Wire density map:
The die is cut into 16 by 16 equal tiles; dark blue is low, red is high, scaled to the fullest tile. Values are wire area over tile area, all layers added.
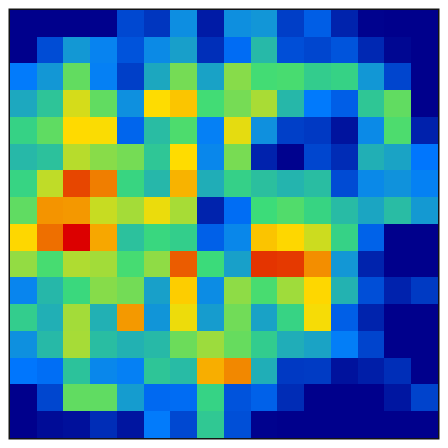
Sizing map:
Bar = 20 um.
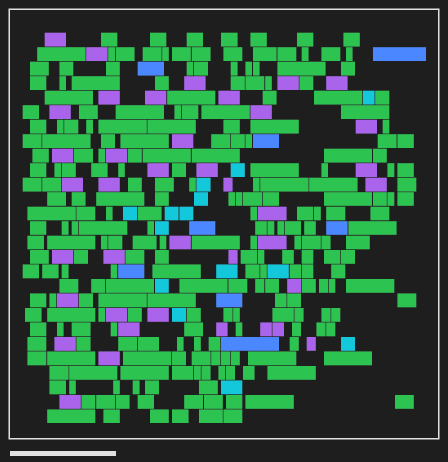
File: src/rtl/cpu_pkg.sv
// cpu_pkg: shared types and defaults for the fetch-sequencing logic.
//   pc_ctrl_state_t : pc_ctrl FSM encoding (run, instruction-memory wait, held redirect)
//   redirect_src_t  : which source won redirect arbitration
//   ResetPcDefault  : default for pc_ctrl's RESET_PC parameter
package cpu_pkg;

    typedef enum logic [1:0] {
        StRun          = 2'd0,
        StImemWait     = 2'd1,
        StRedirectPend = 2'd2
    } pc_ctrl_state_t;

    typedef enum logic [1:0] {
        SrcNone   = 2'd0,
        SrcBranch = 2'd1,
        SrcTrap   = 2'd2
    } redirect_src_t;

    localparam logic [31:0] ResetPcDefault = 32'h0000_0000;

endpackage

File: src/rtl/redirect_sel.sv
// redirect_sel: combinational priority select among redirect sources.
// A trap beats a branch; a branch that loses in the same cycle is dropped.
// Ports:
//   br_taken, br_target : resolved branch/jump from EX
//   trap_req, trap_vec  : trap request and vector (tie low when traps are absent)
//   valid, target, src  : winning redirect, its address and its source
module redirect_sel
    import cpu_pkg::*;
(
    input  logic          br_taken,
    input  logic [31:0]   br_target,
    input  logic          trap_req,
    input  logic [31:0]   trap_vec,
    output logic          valid,
    output logic [31:0]   target,
    output redirect_src_t src
);

    always_comb begin
        valid  = 1'b0;
        target = '0;
        src    = SrcNone;
        if (trap_req) begin
            valid  = 1'b1;
            target = trap_vec;
            src    = SrcTrap;
        end else if (br_taken) begin
            valid  = 1'b1;
            target = br_target;
            src    = SrcBranch;
        end
    end

endmodule

File: src/rtl/pc_ctrl.sv
// pc_ctrl: fetch-sequencing controller for the program counter.
// Arbitrates redirects (EX branches/jumps, plus traps when PC_CTRL_TRAP_EN is defined),
// merges stall sources (ID load-use, instruction-memory wait) and drives the PC and
// pipeline-register flush controls. A redirect seen while a fetch is still in flight is
// held in pend_target until the fetch retires.
// Build option: define PC_CTRL_TRAP_EN to add the trap_req/trap_vec ports.
// Ports:
//   clk, reset            : rising-edge clock, asynchronous active-high reset
//   br_taken, br_target   : taken branch/JAL/JALR from EX and its target
//   trap_req, trap_vec    : trap redirect and vector (PC_CTRL_TRAP_EN only)
//   load_use              : ID load-use hazard stall request
//   imem_ready            : current fetch completes this cycle
//   imem_req              : fetch request
//   jump_flag, next_pc    : PC load strobe and target (RESET_PC when not loading)
//   stall                 : hold PC and IF/ID
//   flush_if_id/id_ex     : bubble the IF/ID / ID/EX registers
//   imem_timeout          : sticky instruction-memory watchdog flag
module pc_ctrl
    import cpu_pkg::*;
#(
    parameter logic [31:0] RESET_PC       = ResetPcDefault,
    parameter int unsigned TIMEOUT_CYCLES = 255
) (
    input  logic        clk,
    input  logic        reset,
    input  logic        br_taken,
    input  logic [31:0] br_target,
`ifdef PC_CTRL_TRAP_EN
    input  logic        trap_req,
    input  logic [31:0] trap_vec,
`endif
    input  logic        load_use,
    input  logic        imem_ready,
    output logic        imem_req,
    output logic        jump_flag,
    output logic [31:0] next_pc,
    output logic        stall,
    output logic        flush_if_id,
    output logic        flush_id_ex,
    output logic        imem_timeout
);

    // Counter is at least 8 bits and always wide enough to hold TIMEOUT_CYCLES.
    localparam int unsigned CntW = (TIMEOUT_CYCLES > 255) ? $clog2(TIMEOUT_CYCLES + 1) : 8;
    localparam logic [CntW-1:0] CntMax     = '1;
    localparam logic [CntW-1:0] TimeoutVal = CntW'(TIMEOUT_CYCLES);

    pc_ctrl_state_t  state_q, state_d;
    logic [31:0]     pend_target_q, pend_target_d;
    logic [CntW-1:0] wd_cnt_q, wd_cnt_d;
    logic            timeout_q, timeout_d;

    logic            trap_req_int;
    logic [31:0]     trap_vec_int;
    logic            sel_valid;
    logic [31:0]     sel_target;
    redirect_src_t   sel_src;
    logic [31:0]     jump_target;

`ifdef PC_CTRL_TRAP_EN
    assign trap_req_int = trap_req;
    assign trap_vec_int = trap_vec;
`else
    assign trap_req_int = 1'b0;
    assign trap_vec_int = '0;
`endif

    redirect_sel u_redirect_sel (
        .br_taken  (br_taken),
        .br_target (br_target),
        .trap_req  (trap_req_int),
        .trap_vec  (trap_vec_int),
        .valid     (sel_valid),
        .target    (sel_target),
        .src       (sel_src)
    );

    // FSM next state and fetch/PC controls.
    always_comb begin
        state_d       = state_q;
        pend_target_d = pend_target_q;
        imem_req      = 1'b1;
        jump_flag     = 1'b0;
        jump_target   = '0;
        stall         = 1'b0;
        flush_if_id   = 1'b0;
        flush_id_ex   = 1'b0;

        unique case (state_q)
            StRun, StImemWait: begin
                if (sel_valid) begin
                    // Redirect overrides load_use: the hazarding instruction is flushed.
                    flush_if_id = 1'b1;
                    flush_id_ex = 1'b1;
                    if (imem_ready) begin
                        jump_flag   = 1'b1;
                        jump_target = sel_target;
                        state_d     = StRun;
                    end else begin
                        stall         = 1'b1;
                        pend_target_d = sel_target;
                        state_d       = StRedirectPend;
                    end
                end else if (!imem_ready) begin
                    stall   = 1'b1;
                    state_d = StImemWait;
                end else begin
                    stall       = load_use;
                    flush_id_ex = load_use;
                    state_d     = StRun;
                end
            end
            StRedirectPend: begin
                // EX already holds a bubble, so only a trap can replace the held target.
                if (sel_src == SrcTrap) begin
                    pend_target_d = sel_target;
                end
                if (imem_ready) begin
                    // The word returning now is wrong-path.
                    jump_flag   = 1'b1;
                    jump_target = pend_target_d;
                    flush_if_id = 1'b1;
                    state_d     = StRun;
                end else begin
                    stall = 1'b1;
                end
            end
            default: state_d = StRun;
        endcase

        if (reset) begin
            imem_req    = 1'b0;
            jump_flag   = 1'b0;
            stall       = 1'b0;
            flush_if_id = 1'b0;
            flush_id_ex = 1'b0;
        end

        next_pc = jump_flag ? jump_target : RESET_PC;
    end

    // Watchdog: counts unanswered wait cycles, saturating; the flag is sticky.
    always_comb begin
        wd_cnt_d  = wd_cnt_q;
        timeout_d = timeout_q;
        if (imem_ready) begin
            wd_cnt_d = '0;
        end else if (state_q != StRun) begin
            if (wd_cnt_q != CntMax) begin
                wd_cnt_d = wd_cnt_q + 1'b1;
            end
            if (wd_cnt_d >= TimeoutVal) begin
                timeout_d = 1'b1;
            end
        end
    end

    always_ff @(posedge clk or posedge reset) begin
        if (reset) begin
            state_q       <= StRun;
            pend_target_q <= '0;
            wd_cnt_q      <= '0;
            timeout_q     <= 1'b0;
        end else begin
            state_q       <= state_d;
            pend_target_q <= pend_target_d;
            wd_cnt_q      <= wd_cnt_d;
            timeout_q     <= timeout_d;
        end
    end

    assign imem_timeout = timeout_q;

endmodule

File: config.mk
export PLATFORM = sky130hd
export DESIGN_NAME = pc_ctrl
export DESIGN_NICKNAME = d
export VERILOG_FILES = /design/src/rtl/cpu_pkg.sv /design/src/rtl/redirect_sel.sv /design/src/rtl/pc_ctrl.sv
export SDC_FILE = /design/constraint.sdc
export NUM_CORES = 1
export LEC_CHECK = 0
export ABC_CLOCK_PERIOD_IN_PS = 3050
export CAP_MARGIN = 10
export CORE_MARGIN = 2
export CORE_UTILIZATION = 40
export CTS_CLUSTER_SIZE = 12
export DETAILED_ROUTE_END_ITERATION = 6
export GPL_TIMING_DRIVEN = 0
export HOLD_SLACK_MARGIN = 0.02
export PLACE_DENSITY_LB_ADDON = 0.3
export SLEW_MARGIN = 20
export SYNTH_ARGS = -nofsm -noshare
export SYNTH_HDL_FRONTEND = slang
export SYNTH_SLANG_ARGS = --single-unit
File: constraint.sdc
create_clock -name clk -period 3.05 [get_ports clk]
set_input_delay 0.61 -clock clk [delete_from_list [all_inputs] [get_ports clk]]
set_output_delay 0.61 -clock clk [all_outputs]
set_load 0.02 [all_outputs]
==> report_table.html <==
<h3>Run summary</h3>
<table>
<tr><th>Metric</th><th>Value</th></tr>
<tr><th colspan="2">Critical path</th></tr>
<tr><td>Worst-path fanout max</td><td>10</td></tr>
<tr><td>CP Data Arrival Time</td><td>roughly 2.3 ns</td></tr>
<tr><td>Reg2Reg Setup Slack</td><td>1.28 ns</td></tr>
<tr><td>Number of stages on the worst setup path</td><td>5</td></tr>
<tr><td>Largest stage delay on the critical path</td><td>0.64 ns</td></tr>
<tr><td>Buffers plus inverters on the worst setup path</td><td>3</td></tr>
<tr><td>Startpoint of the most critical setup path</td><td>imem_ready</td></tr>
<tr><td>Cell repeated most along the worst path</td><td>sky130_fd_sc_hd__clkdlybuf4s50_1</td></tr>
<tr><td>Cell count of the worst reg-to-reg path</td><td>6</td></tr>
<tr><td>Category of the most critical setup path</td><td>in2out</td></tr>
<tr><th colspan="2">Pwr</th></tr>
<tr><td>Power in the clock group</td><td>425 uW</td></tr>
<tr><td>VDD IR max</td><td>about 230 uV</td></tr>
<tr><td>Fraction of power consumed by combinational cells</td><td>22.5%</td></tr>
<tr><td>Clk pwr share</td><td>roughly 29%</td></tr>
<tr><td>Pint</td><td>1077 uW</td></tr>
<tr><th colspan="2">Floorplanning</th></tr>
<tr><td>Core utilization before placement</td><td>41.86%</td></tr>
<tr><th colspan="2">Final layout</th></tr>
<tr><td>Most used cells in the layout excluding fill and tap cells</td><td>43 x sky130_fd_sc_hd__dfrtp_1, 41 x sky130_fd_sc_hd__nor2_1, 39 x sky130_fd_sc_hd__clkdlybuf4s50_1</td></tr>
<tr><td>Final non-filler cell total</td><td>380</td></tr>
<tr><td>Total of clock buffers placed in the layout</td><td>6</td></tr>
<tr><td>Inverters excl. clock</td><td>6</td></tr>
<tr><th colspan="2">Worst hold path</th></tr>
<tr><td>Worst Hold Path EP</td><td>pend_target_q[2]</td></tr>
<tr><td>Min-Delay Path Class</td><td>reg2reg</td></tr>
<tr><th colspan="2">Status</th></tr>
<tr><td>Run status</td><td>finished, final reports clean</td></tr>
<tr><th colspan="2">Clock network</th></tr>
<tr><td>Number of H-tree levels</td><td>2</td></tr>
<tr><td>Cell resize tally after clock tree synthesis</td><td>41</td></tr>
<tr><td>Count of buffers added by post-CTS timing repair for setup</td><td>0</td></tr>
<tr><th colspan="2">Drt</th></tr>
<tr><td>Number of optimization iterations in the first detailed-route pass</td><td>4</td></tr>
<tr><td>Detail Route Antenna Nets</td><td>0</td></tr>
<tr><th colspan="2">Global route</th></tr>
<tr><td>GR Util met1</td><td>23.04%</td></tr>
<tr><td>Residual overflow from global routing</td><td>0</td></tr>
<tr><td>Maximum number of pins on one net before global-route repair</td><td>24</td></tr>
<tr><td>Met2 Use GR</td><td>31.25%</td></tr>
<tr><th colspan="2">Synthesis</th></tr>
<tr><td>Syn. warnings</td><td>0</td></tr>
<tr><td>Synthesized chip area reported by yosys</td><td>0.002333 mm2</td></tr>
<tr><td>Prevailing logic family in the synthesized netlist</td><td>multiplexers</td></tr>
<tr><td>Number of library cell types mapped by synthesis</td><td>36</td></tr>
<tr><td>Proportion of synthesized flip-flops having asynchronous set or reset</td><td>100.0%</td></tr>
<tr><td>Mean post-synth cell area</td><td>10.28 um2</td></tr>
<tr><td>Compound-Gate Fraction of Synth Area</td><td>16.25%</td></tr>
<tr><td>Most used standard cell by instance count after synthesis</td><td>sky130_fd_sc_hd__dfrtp_1</td></tr>
<tr><th colspan="2">Timing</th></tr>
<tr><td>Worst slew slack as a fraction of its limit</td><td>69.74%</td></tr>
<tr><td>Share of the clock period used by the worst path after layout</td><td>95.88%</td></tr>
<tr><td>Endpoints failing hold</td><td>0</td></tr>
<tr><th colspan="2">Run</th></tr>
<tr><td>Max Cap Viol</td><td>0</td></tr>
</table>
Notes on 'wire density map' above:
The emptiest ninth of the die: south-east. 28% of the tiles are over half the peak. The mean over all tiles is 0.14. 13% of the tiles are nearly empty.
global-route usage over all layers: 18.65%
vias after detailed routing: 2001
routed wire length: 5592 um

Notes on 'sizing map' above:
Key: x3 and x4 = cyan [cells 14]; x6 and larger = blue [cells 8]; x1 and smaller = green [cells 247]; x2 = purple [cells 39]
min setup slack post-route: 0.1256 ns
synthesis-to-layout area growth: 40.96%
Layout Cell Area excl Fill: 0.003289 mm2

No activity file was given, so power comes from the tool's default toggle rates.
